<file path="config.mk">
export PLATFORM = sky130hd
export DESIGN_NAME = mod_scheduler
export DESIGN_NICKNAME = d
export VERILOG_FILES = /design/src/rtl/mod_pkg.sv /design/src/rtl/mod_iter_core.sv /design/src/rtl/mod_scheduler.sv
export SDC_FILE = /design/constraint.sdc
export NUM_CORES = 1
export LEC_CHECK = 0
export CORE_ASPECT_RATIO = 0.8
export CORE_MARGIN = 4
export CORE_UTILIZATION = 56
export CTS_CLUSTER_SIZE = 40
export DETAILED_ROUTE_END_ITERATION = 10
export PLACE_DENSITY_LB_ADDON = 0.08
export SLEW_MARGIN = 20
export SYNTH_ARGS = -nofsm -noshare
export SYNTH_HDL_FRONTEND = slang
export SYNTH_SLANG_ARGS = --single-unit
</file>
<file path="constraint.sdc">
create_clock -name clk -period 6.4 [get_ports clk]
set_input_delay 1.28 -clock clk [delete_from_list [all_inputs] [get_ports clk]]
set_output_delay 1.28 -clock clk [all_outputs]
set_load 0.01 [all_outputs]
</file>
<file path="src/rtl/mod_pkg.sv">
// Shared types and defaults for the shared divide/modulus scheduler.
package mod_pkg;

  localparam int unsigned WIDTH_DEF = 16;
  localparam int unsigned NREQ_DEF  = 2;

  typedef enum logic [1:0] {
    StIdle,
    StRun,
    StFin
  } state_e;

endpackage

</file>
<file path="src/rtl/mod_iter_core.sv">
// Restoring divider: one quotient bit per cycle, MSB first, fixed WIDTH-cycle latency.
module mod_iter_core
  import mod_pkg::*;
#(
  parameter int unsigned WIDTH = WIDTH_DEF
) (
  input  logic             clk,
  input  logic             rst,
  input  logic             start,
  input  logic [WIDTH-1:0] dividend,
  input  logic [WIDTH-1:0] divisor,
  // done flags the cycle whose step produces the final result; quot/rem carry
  // that step's values so the caller can register them on the same edge.
  output logic             done,
  output logic [WIDTH-1:0] quot,
  output logic [WIDTH-1:0] rem
);

  localparam int unsigned   CntW    = (WIDTH > 1) ? $clog2(WIDTH) : 1;
  localparam logic [CntW-1:0] CntLast = CntW'(WIDTH - 1);

  logic             running_q, running_d;
  logic [CntW-1:0]  cnt_q, cnt_d;
  // Dividend shifts out MSB first while quotient bits shift in at the LSB.
  logic [WIDTH-1:0] dvd_q, dvd_d;
  logic [WIDTH-1:0] dsr_q, dsr_d;
  logic [WIDTH:0]   rem_q, rem_d;

  logic [WIDTH+1:0] diff;
  logic [WIDTH:0]   rem_step;
  logic [WIDTH-1:0] quot_step;

  // One restoring step: shift in next dividend bit, trial-subtract divisor.
  always_comb begin
    diff = {rem_q, dvd_q[WIDTH-1]} - {2'b00, dsr_q};
    if (diff[WIDTH+1]) begin
      rem_step  = {rem_q[WIDTH-1:0], dvd_q[WIDTH-1]};
      quot_step = {dvd_q[WIDTH-2:0], 1'b0};
    end else begin
      rem_step  = diff[WIDTH:0];
      quot_step = {dvd_q[WIDTH-2:0], 1'b1};
    end
  end

  // Next-state: load on start, otherwise iterate while running.
  always_comb begin
    running_d = running_q;
    cnt_d     = cnt_q;
    dvd_d     = dvd_q;
    dsr_d     = dsr_q;
    rem_d     = rem_q;
    if (start) begin
      running_d = 1'b1;
      cnt_d     = '0;
      dvd_d     = dividend;
      dsr_d     = divisor;
      rem_d     = '0;
    end else if (running_q) begin
      dvd_d = quot_step;
      rem_d = rem_step;
      cnt_d = cnt_q + 1'b1;
      if (cnt_q == CntLast) running_d = 1'b0;
    end
  end

  // State registers.
  always_ff @(posedge clk) begin
    if (rst) begin
      running_q <= 1'b0;
      cnt_q     <= '0;
      dvd_q     <= '0;
      dsr_q     <= '0;
      rem_q     <= '0;
    end else begin
      running_q <= running_d;
      cnt_q     <= cnt_d;
      dvd_q     <= dvd_d;
      dsr_q     <= dsr_d;
      rem_q     <= rem_d;
    end
  end

  assign done = running_q && (cnt_q == CntLast);
  assign quot = quot_step;
  assign rem  = rem_step[WIDTH-1:0];

endmodule

</file>
<file path="src/rtl/mod_scheduler.sv">
// Round-robin arbiter sharing one iterative divider between NREQ requesters.
module mod_scheduler
  import mod_pkg::*;
#(
  parameter int unsigned WIDTH = WIDTH_DEF,
  parameter int unsigned NREQ  = NREQ_DEF
) (
  input  logic                  clk,
  input  logic                  rst,
  input  logic [NREQ-1:0]       req,
  input  logic [NREQ*WIDTH-1:0] num,
  input  logic [NREQ*WIDTH-1:0] divider,
  output logic [NREQ-1:0]       grant,
  output logic [NREQ-1:0]       done,
  output logic [WIDTH-1:0]      quot,
  output logic [WIDTH-1:0]      rem,
  output logic                  div_zero,
  output logic                  busy
);

  localparam int unsigned IdxW = $clog2(NREQ);

  state_e           state_q, state_d;
  logic [IdxW-1:0]  rr_q, rr_d;
  logic [NREQ-1:0]  grant_q, grant_d;
  logic [NREQ-1:0]  done_q, done_d;
  logic [WIDTH-1:0] quot_q, quot_d;
  logic [WIDTH-1:0] rem_q, rem_d;
  logic             dz_q, dz_d;

  logic             found;
  logic [IdxW-1:0]  sel;
  logic [IdxW-1:0]  rr_next;
  logic [NREQ-1:0]  sel_oh;
  logic [WIDTH-1:0] sel_num, sel_div;

  logic             core_start, core_done;
  logic [WIDTH-1:0] core_quot, core_rem;

  // Arbiter: first asserted req searching upward from rr pointer, wrapping.
  always_comb begin
    found = 1'b0;
    sel   = '0;
    for (int off = 0; off < int'(NREQ); off++) begin
      for (int k = 0; k < int'(NREQ); k++) begin
        if (!found && req[k] && (((int'(rr_q) + off) % int'(NREQ)) == k)) begin
          found = 1'b1;
          sel   = IdxW'(k);
        end
      end
    end
  end

  // Operand mux and one-hot of the selected requester.
  always_comb begin
    sel_num = '0;
    sel_div = '0;
    sel_oh  = '0;
    for (int k = 0; k < int'(NREQ); k++) begin
      if (sel == IdxW'(k)) begin
        sel_num   = num[k*WIDTH +: WIDTH];
        sel_div   = divider[k*WIDTH +: WIDTH];
        sel_oh[k] = 1'b1;
      end
    end
    rr_next = (sel == IdxW'(NREQ - 1)) ? '0 : sel + 1'b1;
  end

  // FSM next-state and output-register updates.
  always_comb begin
    state_d    = state_q;
    rr_d       = rr_q;
    grant_d    = grant_q;
    done_d     = '0;
    quot_d     = quot_q;
    rem_d      = rem_q;
    dz_d       = dz_q;
    core_start = 1'b0;
    unique case (state_q)
      StIdle: begin
        if (found) begin
          grant_d = sel_oh;
          rr_d    = rr_next;
          if (sel_div == '0) begin
            // Divide by zero skips the engine and finishes next cycle.
            state_d = StFin;
            done_d  = sel_oh;
            quot_d  = '1;
            rem_d   = sel_num;
            dz_d    = 1'b1;
          end else begin
            state_d    = StRun;
            core_start = 1'b1;
          end
        end
      end
      StRun: begin
        if (core_done) begin
          state_d = StFin;
          done_d  = grant_q;
          quot_d  = core_quot;
          rem_d   = core_rem;
          dz_d    = 1'b0;
        end
      end
      StFin: begin
        state_d = StIdle;
        grant_d = '0;
      end
      default: state_d = StIdle;
    endcase
  end

  // State and output registers.
  always_ff @(posedge clk) begin
    if (rst) begin
      state_q <= StIdle;
      rr_q    <= '0;
      grant_q <= '0;
      done_q  <= '0;
      quot_q  <= '0;
      rem_q   <= '0;
      dz_q    <= 1'b0;
    end else begin
      state_q <= state_d;
      rr_q    <= rr_d;
      grant_q <= grant_d;
      done_q  <= done_d;
      quot_q  <= quot_d;
      rem_q   <= rem_d;
      dz_q    <= dz_d;
    end
  end

  mod_iter_core #(
    .WIDTH(WIDTH)
  ) u_core (
    .clk     (clk),
    .rst     (rst),
    .start   (core_start),
    .dividend(sel_num),
    .divisor (sel_div),
    .done    (core_done),
    .quot    (core_quot),
    .rem     (core_rem)
  );

  assign grant    = grant_q;
  assign done     = done_q;
  assign quot     = quot_q;
  assign rem      = rem_q;
  assign div_zero = dz_q;
  assign busy     = (state_q != StIdle);

endmodule

</file>
run_1/placed.png
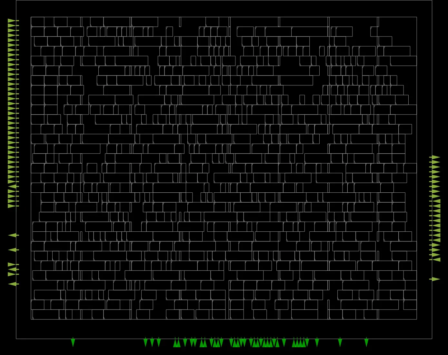
num sequential: 94
Core Region: 9080 um2

run_1/port_trees.png
Bar = 20 um.
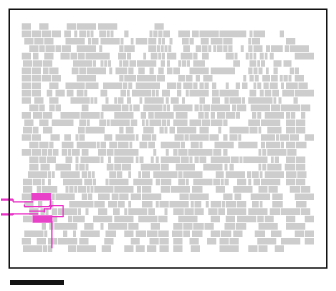
- magenta: grant (direction output; edge west; end cells 2; wire 65.7 um)
num ports: 106
port buffer count: 105

run_1/layers.png
Two of the layers only.
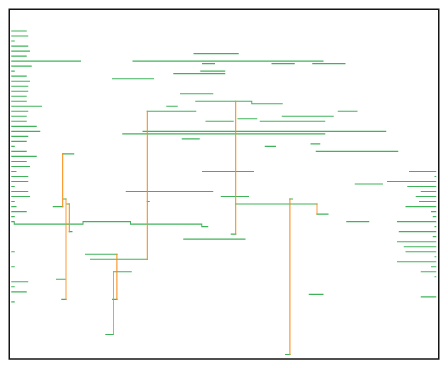
- green: M3 (wire length 859 um)
- orange: M4 (wire length 199 um)
total wire length: 14100 um
Vias: 4755

==> Slide: Implementation Results, run 1 <==
Synthesis and Place & Route Summary

Outcome
  • Outcome: finished, final reports clean

Layout
  • Non-clock inverters: 28
  • Dominant logic cell type in the layout: clkdlybuf4s50_1
  • Fin nets: 757
  • Top Layout Cells: clkdlybuf4s50_1, dfxtp_1, nor2_1, mux2i_1, nand2_1
  • Final core occ: 72.1%
  • Area Growth Syn to Fin: 25.1%
  • Ant. Diodes: 0
  • Fin cells: 790
  • Number of fill cells: 696
  • MI comb cells: 428
  • Logic share of the area: 46.6%
  • Layout cell share with drive strength beyond 1: 11.0%
  • Buffering overhead: 16.6%
  • Bufs w/o clock: 110

Flow run
  • Maxcap violations: 0
  • Log Warnings: 26

Power
  • Internal power: 1.08 mW
  • Sequential power: 0.654 mW
  • Top pwr grp: sequential cells
  • Clk pwr share: 32.1%
  • Leak: 2.50 nW
  • Total power draw: 1.57 mW
  • Worst VDD drop: 169 uV

Drt
  • Routed length per instance: 17.9 um
  • Drt via density: 6.02
  • Highest metal used: met4
  • Met2 WL post-DR: 6840 um
  • ANT nets after route: 0
  • Router iterations before antenna repair: 4

Setup path
  • Arrival time worst endpoint: 4.42 ns
  • Max FO, Critical Path: 51
  • Worst EP required: 6.65 ns
  • WS Path Type: in -> reg
  • Reg2Reg Depth: 6
  • Critical path's slowest cell: and2_2

Yosys
  • Adder share: 4.45%
  • Yosys aoi share: 24.0%
  • Post-Syn Area: 5230 um2
  • Post-synthesis sequential area ratio: 36.0%
  • Ys async rst share: 0%
  • Syn_area_per_cell: 8.90 um2
  • Post-synth cell types: 60
  • Simple share: 14.9%
  • Mux cell area share after synthesis: 13.0%
  • Number of synthesized register bits: 94

Floorplan
  • Die X: 116 um
  • Die span in y: 94.4 um
  • Placement row count: 31
  • Tap cell count: 115

Clock network
  • Worst-path clk slew: 0.07 ns
  • Worst-skew pair later-pin latency: 0.35 ns
  • CTS-repair resized insts: 0
  • Cts bufs inserted: 9
  • Clock root buffer: clkbuf_16
  • Cts hold-fix bufs: 0
  • Setup bufs post-CTS: 0

Placed design
  • GP Congestion: 0.844
  • DP Wirelength: 10500 um
  • Placed insts: 775

STA
  • Final Cycle Share: 65.1%
  • Max Slew Vio Count: 0
  • Post-route minimum period: 4.17 ns
  • Unrepaired setup endpoints after global routing: false
  • Final setup viols: 0
  • Fmax: 0.240 GHz

GRT
  • M1 GR Usage: 34.7%
  • Met2 usage: 45.6%
  • Pin count of the biggest net entering global routing: 57
  • First-pass GRT wire length: 23300 um
  • Global route hottest layer: met2
  • Gr ovfl total: 0
  • Met3 Track Usage GR: 5.12%
[run 1: synthesized netlist by cell type, types with 2 or more instances]
library cell  count  area, um2
dfxtp_1          94       1880
nor2_1           63        236
mux2i_1          46        460
nand2_1          43        161
a211oi_1         37        278
a21oi_1          35        175
inv_1            27        101
o21ai_0          22        110
nand3_1          21        105
clkbuf_1         20       75.1
ha_1             17        213
mux2_2           16        180
o221a_2          16        180
o221ai_1         11       96.3
buf_2            10       50.1
nor4_1           10       62.6
nor3_1            8       40.0
nand2b_1          7       43.8
a21o_1            6       45.0
xor2_1            6       52.6
buf_6             5       56.3
xnor2_1           5       43.8
nand4_1           4       25.0
nor2b_1           4       25.0
o21a_1            4       30.0
o21ai_1           4       20.0
o221ai_2          4       60.1
o31ai_1           3       22.5
a211oi_2          2       25.0
a2bb2oi_1         2       17.5
a41oi_1           2       17.5
and3_1            2       12.5
buf_4             2       15.0
o311ai_0          2       17.5
or2_2             2       12.5
or3_1             2       12.5
[run 1: registers in the layout, indices dropped and copies added, names as in the netlist]
signal,cells
u_core.dvd_q,16
rem,16
grant,2
u_core.cnt_q,4
rr_q,1
u_core.running_q,1
state_q,2
quot,16
u_core.rem_q,17
done,2
div_zero,1
u_core.dsr_q,16
[run 1: worst register-to-register path, cell delays in order, from the launching register on]
cell	delay [ns]
dfxtp_4	0.77
nand2_1	0.19
nor2_1	0.19
a22o_1	0.17
and2_2	0.78
nand3_2	0.53
o221ai_1	0.34
[run 1: final timing paths]
check | startpoint | slack, ns | end
worst max-delay path | divider[27] | 2.23 | rem[0]
worst min-delay path | div_zero | 0.49 | div_zero
worst max register to register | u_core.running_q | 3.33 | rem[0]
worst min register to register | div_zero | 0.49 | div_zero
--- run 2 (diff from run 1) ---
- CORE_UTILIZATION: 56 -> 47
- clock period: 6.4 -> 3.59 ns (I/O delays scaled with it)
run_2/port_trees.png
Bar = 50 um.
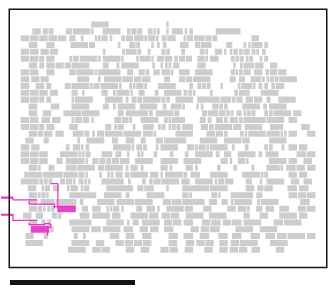
- magenta: grant (direction output; edge west; end cells 2; wire 71.0 um)

==> run 2 against run 1 <==
  * Synthesized area unchanged
  * Routed wire length down 2.1%
  * Die size up 18%
  * Flip-flop count unchanged
  * Sequential share of layout area down 0.80 points
  * Core utilization down 10 points
  * Final area up 2.7%
  * Largest power group unchanged
==> Slide: Implementation Results, run 2 <==
Synthesis and Place & Route Summary

Clock network
  • Worst-skew pair later-pin latency: 0.34 ns
  • Cts hold-fix bufs: 0
  • CTS-repair resized insts: 0
  • Worst-path clk slew: 0.07 ns
  • Clock root buffer: clkbuf_16
  • Setup bufs post-CTS: 0
  • Cts bufs inserted: 9

STA
  • Fmax: 0.331 GHz
  • Final Cycle Share: 84.2%
  • Max Slew Vio Count: 0
  • Unrepaired setup endpoints after global routing: false
  • Final setup viols: 0
  • Post-route minimum period: 3.02 ns

Setup path
  • Critical path's slowest cell: clkdlybuf4s50_1
  • Max FO, Critical Path: 14
  • Worst EP required: 3.86 ns
  • WS Path Type: in -> reg
  • Reg2Reg Depth: 10
  • Setup crit end kind: flop
  • FF-to-FF End: rem[9]
  • Worst reg2reg path startpoint: u_core.dsr_q[8]
  • FF-to-FF setup slack: 0.77 ns
  • Arrival time worst endpoint: 3.29 ns
  • Crit path capture: rem[11]

Flow run
  • Log Warnings: 26
  • Maxcap violations: 0

Drt
  • ANT nets after route: 0
  • Vias: 4729
  • Drt via density: 5.72
  • Routed length per instance: 16.7 um
  • Total wire length: 13800 um

Placed design
  • DP Wirelength: 10500 um
  • GP Congestion: 0.824
  • Port buffer count: 105

Yosys
  • # Cells Yosys: 588
  • Max-area cell share: 36.0%
  • Post-Syn Area: 5230 um2
  • Syn_area_per_cell: 8.90 um2
  • Count leader, synth: dfxtp_1
  • Ys async rst share: 0%
  • Number of synthesized register bits: 94
  • Commonest cells in the netlist: dfxtp_1, nor2_1, mux2i_1
  • Yosys top cell by area: dfxtp_1
  • Adder share: 4.45%
  • Post-synth cell types: 60
  • Biggest area cells: dfxtp_1, mux2i_1, a211oi_1, nor2_1, ha_1
  • Mux cell area share after synthesis: 13.0%
  • Yosys aoi share: 24.0%

Power
  • Sequential power: 1.15 mW
  • Clk pwr share: 36.7%
  • Total power draw: 3.02 mW
  • Internal power: 2.14 mW
  • Worst VDD drop: 230 uV

Layout
  • MI comb cells: 428
  • Layout cell share with drive strength beyond 1: 11.7%
  • Top Layout Cells: clkdlybuf4s50_1, dfxtp_1, nor2_1, mux2i_1, nand2_1
  • Non-clock inverters: 28
  • Num sequential: 94
  • Buffering overhead: 17.3%
  • Reg with most FFs: u_core.rem_q
  • Logic share of the area: 45.3%
  • Fin nets: 764
  • Dominant logic cell type in the layout: clkdlybuf4s50_1
  • Max reg flops: 17

GRT
  • Pin count of the biggest net entering global routing: 56

Floorplan
  • Die span in y: 102 um
  • Tap cell count: 144
  • Die X: 126 um
  • Num ports: 106
  • Placement row count: 34

Outcome
  • Outcome: finished, final reports clean
run_2/placed.png
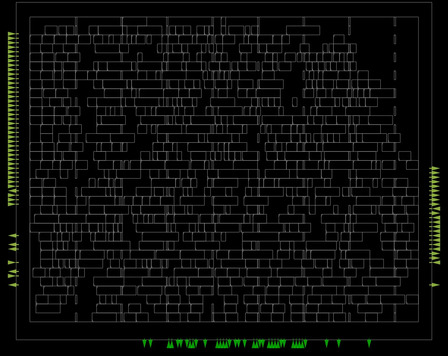
Core Region: 10900 um2
final core occ: 61.7%
fin cells: 827
number of fill cells: 962

==> run 2: cell counts after synthesis <==
No cell type changed its count.
==> run 2: kinds of logic (layout without fill, tap and decap cells) <==
| kind of cell | Yosys count | count (layout) |
|---|---|---|
| XOR/XNOR | 11 | 11 |
| adder cells (fa/ha/maj) | 18 | 18 |
| buffers and inverters | 66 | 161 |
| AND-OR/OR-AND | 164 | 164 |
| AND/OR/NAND/NOR | 171 | 171 |
| multiplexers | 64 | 64 |
| flip-flops | 94 | 94 |
==> run 2: metal layers <==
layer / part of all wire, % / wire length [um] / track usage, % / vias to the layer above
met5: 0 / 0 / 0 / -
met4: 1.6 / 226 / 6.43 / 0
met3: 6.0 / 829 / 4.70 / 23
met2: 45 / 6260 / 35.4 / 172
met1: 47 / 6500 / 29.5 / 2181
li1: - / - / - / 2353
==> run 2: worst min path at each step <==
stage / start / end / slack [ns] / cells after the start
floorplan: u_core.rem_q[1] / u_core.rem_q[1] / 0.47 / 2
global placement: u_core.rem_q[0] / u_core.rem_q[0] / 0.49 / 2
detailed placement: div_zero / div_zero / 0.49 / 2
CTS: u_core.rem_q[1] / u_core.rem_q[1] / 0.50 / 2
global route: u_core.dsr_q[14] / u_core.dsr_q[14] / 0.53 / 2
finish: div_zero / div_zero / 0.50 / 2
==> run 2: worst min-delay path, delay by kind of cell, from the launching register on <==
kind             cells  cell delay [ns]
and+or+nand+nor      2             0.15
DFF                  1             0.31
==> run 2: through the flow <==
step | std cells | hold WS (ns)
3_3_place_gp | 810 | 0.491
6_report | 827 | 0.495
4_1_cts | 827 | 0.502
3_5_place_dp | 811 | 0.491
2_1_floorplan | 588 | 0.470
5_1_grt | 827 | 0.527
No activity file was given, so power comes from the tool's default toggle rates.
